### Placement by cell class, run 1

Scale: 8 px per µm.
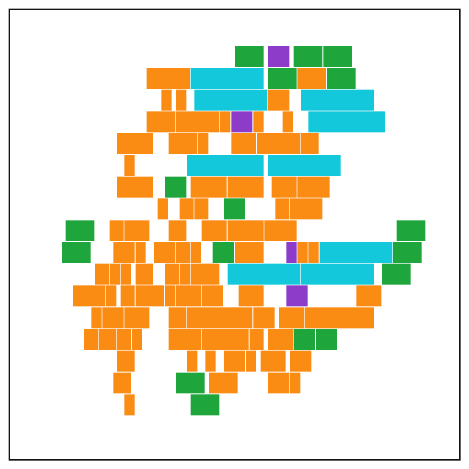
### The clock network, run 1

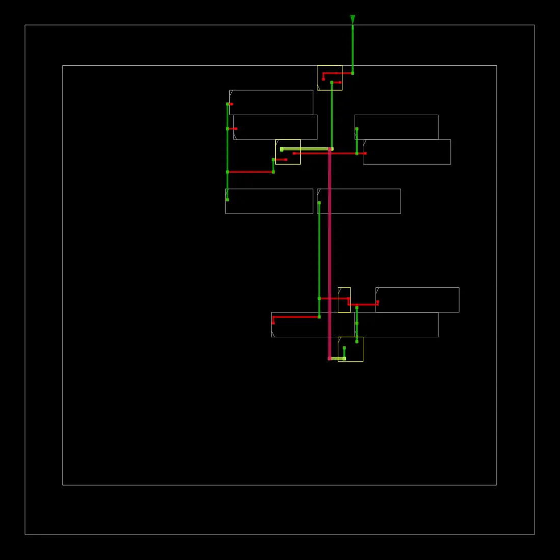
### The metal 3 layer, run 1

Scale: 6 px per µm.
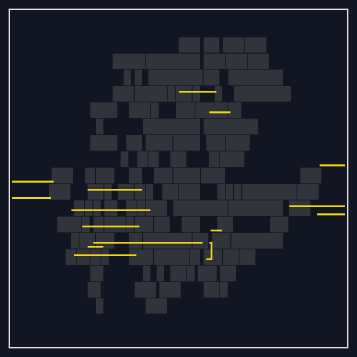
<file path="config.mk">
export PLATFORM = sky130hd
export DESIGN_NAME = dl_rr_arbiter
export DESIGN_NICKNAME = d
export VERILOG_FILES = /design/src/rtl/dl_arb_pkg.sv /design/src/rtl/dl_rr_pick.sv /design/src/rtl/dl_rr_arbiter.sv
export SDC_FILE = /design/constraint.sdc
export NUM_CORES = 1
export LEC_CHECK = 0
export CELL_PAD_IN_SITES_DETAIL_PLACEMENT = 0
export CELL_PAD_IN_SITES_GLOBAL_PLACEMENT = 1
export CORE_MARGIN = 4
export CORE_UTILIZATION = 40
export DETAILED_ROUTE_END_ITERATION = 7
export PLACE_DENSITY = 0.89
export SLEW_MARGIN = 20
export SYNTH_ARGS = -nofsm -noshare
export SYNTH_HDL_FRONTEND = slang
export SYNTH_SLANG_ARGS = --single-unit
</file>
<file path="constraint.sdc">
create_clock -name clk -period 2.62 [get_ports clk]
set_input_delay 0.262 -clock clk [delete_from_list [all_inputs] [get_ports clk]]
set_output_delay 0.262 -clock clk [all_outputs]
set_load 0.01 [all_outputs]
</file>
<file path="src/rtl/dl_arb_pkg.sv">
// Shared types and helpers for the design_lib arbiters.
// Anything the arbiters have in common lives here, so it does not have to be repeated in each one.
package dl_arb_pkg;

  typedef enum logic {
    ARB_IDLE,
    ARB_BUSY
  } arb_state_e;

  // Modulo-n increment; n need not be a power of two.
  function automatic int unsigned rr_next(input int unsigned idx, input int unsigned n);
    return (idx + 1 >= n) ? 0 : idx + 1;
  endfunction

endpackage

</file>
<file path="src/rtl/dl_rr_pick.sv">
// Combinational rotating-priority picker: first req[i] & ~mask[i] searching
// circularly from ptr. ptr is assumed to be < N.
module dl_rr_pick
  import dl_arb_pkg::*;
#(
  parameter int unsigned N     = 4,
  parameter int unsigned IDX_W = (N > 1) ? $clog2(N) : 1
) (
  input  logic [N-1:0]     req,
  input  logic [N-1:0]     mask,
  input  logic [IDX_W-1:0] ptr,
  output logic             found,
  output logic [IDX_W-1:0] idx
);

  always_comb begin
    int unsigned p;
    logic [IDX_W-1:0] pi;
    found = 1'b0;
    idx   = '0;
    p     = 0;
    pi    = '0;
    for (int unsigned k = 0; k < N; k++) begin
      p = 32'(ptr) + k;
      if (p >= N) p = p - N;
      pi = IDX_W'(p);
      if (!found && req[pi] && !mask[pi]) begin
        found = 1'b1;
        idx   = pi;
      end
    end
  end

endmodule

</file>
<file path="src/rtl/dl_rr_arbiter.sv">
// Round-robin arbiter with registered, held grants and an optional hold limit
// that forces the grant onward when others are waiting.
module dl_rr_arbiter
  import dl_arb_pkg::*;
#(
  parameter int unsigned N        = 4,
  parameter int unsigned MAX_HOLD = 0,
  parameter int unsigned IDX_W    = (N > 1) ? $clog2(N) : 1,
  parameter int unsigned CNT_W    = (MAX_HOLD > 0) ? $clog2(MAX_HOLD + 1) : 1
) (
  input  logic             clk,
  input  logic             rst_n,
  input  logic [N-1:0]     req,
  output logic [N-1:0]     gnt,
  output logic             gnt_vld,
  output logic [IDX_W-1:0] gnt_idx,
  output logic             preempt
);

  localparam bit LIMITED = (MAX_HOLD != 0);
  localparam logic [CNT_W-1:0] HOLD_LAST = LIMITED ? CNT_W'(MAX_HOLD - 1) : '0;

  arb_state_e       state_q, state_d;
  logic [IDX_W-1:0] ptr_q, ptr_d;
  logic [CNT_W-1:0] hold_q, hold_d;
  logic [N-1:0]     gnt_q, gnt_d;
  logic [IDX_W-1:0] idx_q, idx_d;
  logic             preempt_q, preempt_d;

  logic [N-1:0]     mask;
  logic             found;
  logic [IDX_W-1:0] win;
  logic             take;

  // Mask is kept in its own process so the picker result never feeds back
  // into the block that computes its input.
  always_comb begin
    mask = '0;
    if (state_q == ARB_BUSY) mask[idx_q] = 1'b1;
  end

  dl_rr_pick #(
    .N     (N),
    .IDX_W (IDX_W)
  ) u_pick (
    .req   (req),
    .mask  (mask),
    .ptr   (ptr_q),
    .found (found),
    .idx   (win)
  );

  always_comb begin
    state_d   = state_q;
    ptr_d     = ptr_q;
    hold_d    = hold_q;
    gnt_d     = gnt_q;
    idx_d     = idx_q;
    preempt_d = 1'b0;
    take      = 1'b0;

    case (state_q)
      ARB_IDLE: take = found;
      ARB_BUSY: begin
        if (!req[idx_q]) begin
          if (found) begin
            take = 1'b1;
          end else begin
            state_d = ARB_IDLE;
            gnt_d   = '0;
            hold_d  = '0;
          end
        end else if (LIMITED && (hold_q == HOLD_LAST)) begin
          if (found) begin
            take      = 1'b1;
            preempt_d = 1'b1;
          end else begin
            hold_d = '0;
          end
        end else if (LIMITED) begin
          hold_d = hold_q + 1'b1;
        end
      end
      default: ;
    endcase

    if (take) begin
      state_d    = ARB_BUSY;
      gnt_d      = '0;
      gnt_d[win] = 1'b1;
      idx_d      = win;
      ptr_d      = IDX_W'(rr_next(32'(win), N));
      hold_d     = '0;
    end
  end

  always_ff @(posedge clk or negedge rst_n) begin
    if (!rst_n) begin
      state_q   <= ARB_IDLE;
      ptr_q     <= '0;
      hold_q    <= '0;
      gnt_q     <= '0;
      idx_q     <= '0;
      preempt_q <= 1'b0;
    end else begin
      state_q   <= state_d;
      ptr_q     <= ptr_d;
      hold_q    <= hold_d;
      gnt_q     <= gnt_d;
      idx_q     <= idx_d;
      preempt_q <= preempt_d;
    end
  end

  assign gnt     = gnt_q;
  assign gnt_vld = |gnt_q;
  assign gnt_idx = idx_q;
  assign preempt = preempt_q;

endmodule

</file>
==> results.py, run 1 <==
# Flow results
metrics = {
    "finish": {
        "comb_share_pct": 56.85,
        "nets": 127,
        "drive_gt1_share_pct": 20.00,
    },
    "run_status": {
        "outcome": "finished, final reports clean",
    },
    "placed_design": {
        "port_buffers": 12,
        "gp_congestion": 0.9357,
        "hpwl_um": 1584,
    },
    "detailed_routing": {
        "drt_iter0_markers": 27,
        "wl_per_cell_um": 13.99,
        "drtPass1Iterations": 4,
        "wl_met2_um": 932,
    },
    "final_timing": {
        "fin_skew_ns": 0.0005597,
    },
    "setup_path": {
        "endpoint_kind": "flip-flop",
        "critical_path_arrival_ns": 2.57,
        "max_stage_delay_ns": 0.49,
    },
    "floorplanning": {
        "core_area_um2": 2212,
    },
    "clock_network": {
        "cts-resized-gates": 0,
    },
    "global_routing": {
        "grt-busiest-layer": "met2",
    },
    "synth": {
        "mux_area_share_pct": 10.26,
        "netlist_area_um2": 927.1,
        "synthFlopType": "dfrtp_1",
        "ys_ff": 9,
    },
}
About 'Placement by cell class':
color	class	cells
cyan	flops	9
green	other buffers and delay cells	17
purple	clock drivers and dummy loads	4
orange	all other logic	85
flop share of the area: 20.78%
post-layout util: 49.55%

About 'The clock network':
Seq cells: 9

About 'The metal 3 layer':
share of all routed wire	5.3%
wire length on this layer	105 µm
main direction	horizontal
longest straight run	17.9 µm
met3 usage: 1.856%
Vias: 833

-- run 1: through the flow --
stage / std cells / hold WS [ns] / utilization [%]
after floorplan: 103 / -0.03359 / -
after global placement: 139 / 0.5218 / 47.74
after detailed placement: 139 / 0.5299 / 47.74
after CTS: 143 / 0.2951 / 48.93
after global routing: 143 / 0.3128 / 49.55
final: 143 / 0.2840 / 49.55
-- run 1: critical path: cells and delay by family, from the launching register on --
family                     cells  cell delay [ns]
DFF                            1             0.49
buffers and inverters          1             0.11
adders and majority gates      1             0.22
muxes                          1             0.17
and+or+nand+nor                3             0.71
AOI/OAI and AO/OA              3             0.62
-- run 1: registers in the layout, indices dropped and copies added, names as in the netlist --
name     count
gnt          4
gnt_idx      2
ptr_q        2
state_q      1
### Wiring heat map, run 1

Scale: 6 px per µm. The die is cut into 11 by 11 equal tiles; dark purple is low, yellow is high, scaled to the fullest tile. Values are wire area over tile area, all layers added.
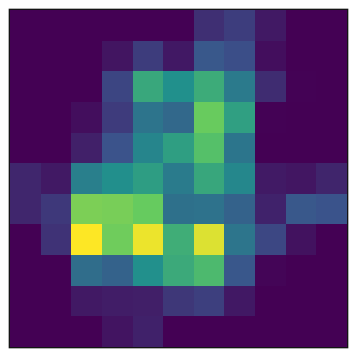

==> inputs of run 2 (changes only) <==
- MAX_ROUTING_LAYER: default -> met4
### Wiring heat map, run 2

Scale: 6 px per µm. The die is cut into 11 by 11 equal tiles; dark purple is low, yellow is high, scaled to the fullest tile. Values are wire area over tile area, all layers added.
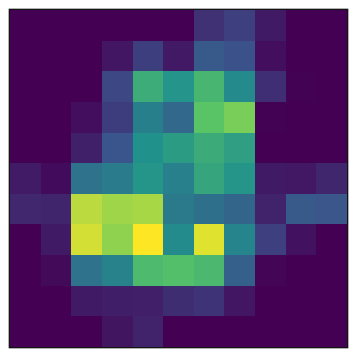
nearly empty tiles	40%
tiles over half the peak	18%
mean over tiles	0.10
emptiest ninth of the die	top left
fullest tile	0.47
DR WL/cell: 13.87 µm
gr usage total: 13.65%
Vias: 846
Routed WL: 1984 µm

==> run 2 against run 1 <==
Net effect:
- clock skew barely moved
- synthesized area did not move
- hold slack improved by 0.0010 ns
- via count rose by 1.6%
==> results.py, run 2 <==
# Flow results
metrics = {
    "global_routing": {
        "grt-busiest-layer": "met2",
    },
    "floorplanning": {
        "core_area_um2": 2212,
    },
    "setup_path": {
        "endpoint_kind": "flip-flop",
        "max_stage_delay_ns": 0.49,
        "crit_cells": 9,
        "cp_top_family": "simple AND/OR/NAND/NOR gates",
    },
    "placed_design": {
        "gp_congestion": 0.9524,
        "place_inst": 139,
        "hpwl_um": 1584,
    },
    "finish": {
        "largest_reg_flops": 4,
        "final_core_util_pct": 49.55,
        "drive_gt1_share_pct": 20.00,
        "stdcell_count": 143,
    },
    "synth": {
        "netlist_area_um2": 927.1,
        "ys_ff": 9,
    },
    "run_status": {
        "outcome": "finished, final reports clean",
    },
    "detailed_routing": {
        "wl_met2_um": 925,
    },
    "clock_network": {
        "cts-resized-gates": 0,
    },
}
### Sizing map, run 2

Scale: 4 px per µm.
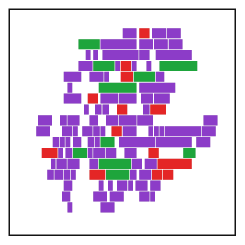
color	size	cells	share
purple	drive 1 or less	92	80%
red	drive 3 to 4	13	11%
green	drive 2	10	8.7%
setup ws final: 0.2121 ns
Area Overhead vs Synth: 18.22%
nonclk buf count: 17
fin area: 1096 µm²

## run 2: cell counts after synthesis
No cell type changed its count.
## run 2: final cells by class
class / count / area (µm²) / share of cell area, %
multi-input cells: 78 / 623.1 / 56.85
inverters: 7 / 26.28 / 2.397
well taps: 28 / 35.03 / 3.196
repair buffers: 17 / 157.7 / 14.38
flip-flops and latches: 9 / 227.7 / 20.78
clock buffers: 4 / 26.28 / 2.397
## run 2: kinds of logic after synthesis
group	after synthesis	share of synthesized area [%]
AOI/OAI and AO/OA	21	19.43
xor gates and xnor gates	1	0.9448
adders and majority gates	5	6.748
buffers and inverters	16	9.716
DFF	9	24.29
muxes	8	10.26
other	1	0.4045
and+or+nand+nor	42	28.21
### Placement by cell class, run 2

Scale: 8 px per µm.
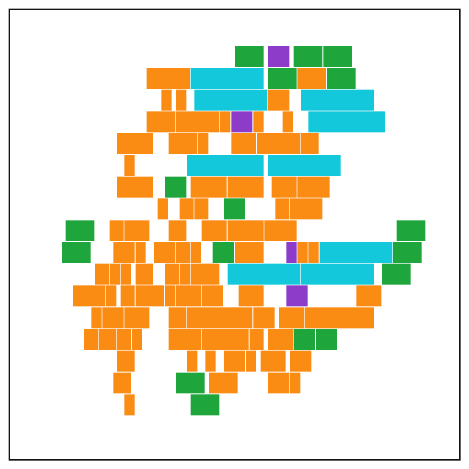

==> inputs of run 3 (changes only) <==
- CORE_MARGIN: 4 -> 5
- SETUP_SLACK_MARGIN: default -> 0.4
### Placement by cell class, run 3

Scale: 8 px per µm.
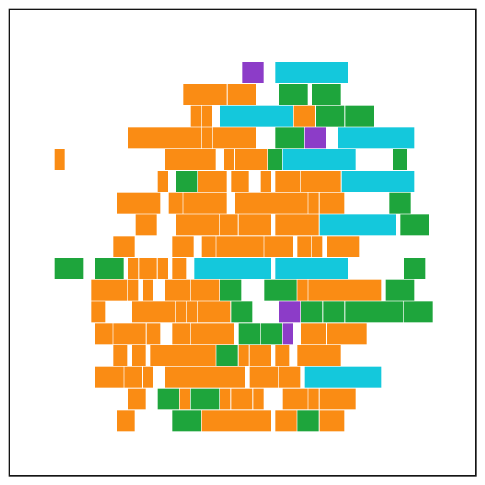
color	class	cells
green	other buffers and delay cells	28
cyan	flops	9
orange	all other logic	85
purple	clock drivers and dummy loads	4
placement row count: 17
Core Box Area: 2212 µm²
fin area: 1320 µm²

==> run 3 against run 2 <==
Net effect:
- utilization grew 10 points
- final area grew 20%
- worst setup slack gained 0.076 ns
- synthesized cell count is the same
- critical endpoint is now gnt[2]
- sequential cell count is the same
- sequential share of layout area shrank 3.3 points
==> results.py, run 3 <==
# Flow results
metrics = {
    "finish": {
        "stdcell_count": 154,
        "area_growth_pct": 42.38,
        "final_core_util_pct": 59.67,
        "largest_reg_flops": 4,
        "drive_gt1_share_pct": 42.86,
    },
    "synth": {
        "netlist_area_um2": 927.1,
        "ys_ff": 9,
        "ys.warnings.count": 0,
    },
    "placed_design": {
        "placed_cell_area_um2": 1062,
        "gp_congestion": 0.9501,
        "place_inst": 139,
        "hpwl_um": 1714,
    },
    "global_routing": {
        "grt_pass1_wl_um": 4278,
        "grt-busiest-layer": "met2",
    },
    "clock_network": {
        "cts_tree": "yes",
        "cts-resized-gates": 13,
    },
    "floorplanning": {
        "die_w_um": 58.15,
    },
    "final_timing": {
        "final-hold-violation-count": 0,
        "post-route-min-period_ns": 2.332,
        "setup_ws_ns": 0.2877,
    },
    "run": {
        "warnings": 32,
        "drv_cap": 0,
    },
    "detailed_routing": {
        "drt_iter0_markers": 55,
        "drc": 0,
    },
    "setup_path": {
        "cp_top_family": "simple AND/OR/NAND/NOR gates",
        "endpoint_kind": "flip-flop",
        "max_stage_delay_ns": 0.45,
        "crit_cells": 9,
        "critical_path_arrival_ns": 2.48,
        "timing.rr.end": "gnt[2]",
        "crit_slowest_cell": "dfrtp_2",
    },
    "run_status": {
        "outcome": "finished, final reports clean",
    },
}
### Wiring heat map, run 3

Scale: 6 px per µm. The die is cut into 12 by 12 equal tiles; dark purple is low, yellow is high, scaled to the fullest tile. Values are wire area over tile area, all layers added.
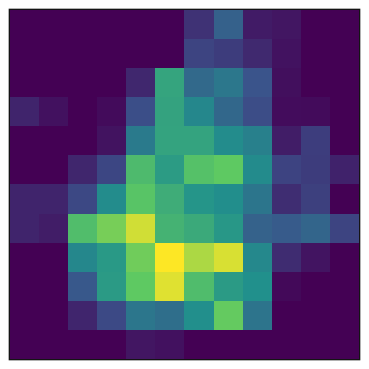
densest ninth of the die	middle
tiles over half the peak	19%
nearly empty tiles	37%
fullest tile	0.54
mean over tiles	0.13
emptiest ninth of the die	top left
gr usage total: 16.69%
DR WL/cell: 17.62 µm
Routed WL: 2713 µm
Vias: 907

run 3: cell count changes in the layout (fill, tap and decap cells not counted), sizes merged:
cell,delta
buf,+10
clkbuf,+1
run 3: kinds of logic after synthesis:
kind of cell,Yosys count,synth area share (%)
AOI/OAI and AO/OA,21,19.43
xor gates and xnor gates,1,0.9448
adders and majority gates,5,6.748
buffers and inverters,16,9.716
DFF,9,24.29
muxes,8,10.26
other,1,0.4045
and+or+nand+nor,42,28.21
run 3: routing by layer:
layer  wire length (µm)  share of wire [%]
met1               1177                 43
met3                141                5.2
met2               1371                 51
met4                 22               0.81
met5                  0                  0
run 3: cell type report:
type	count	area (µm²)
clock buffer	4	26.28
sequential	9	230.2
timing repair buffer	28	251.5
multi-input combinational	78	748.2
inverter	7	28.78
tap	28	35.03
fill	187	892.1
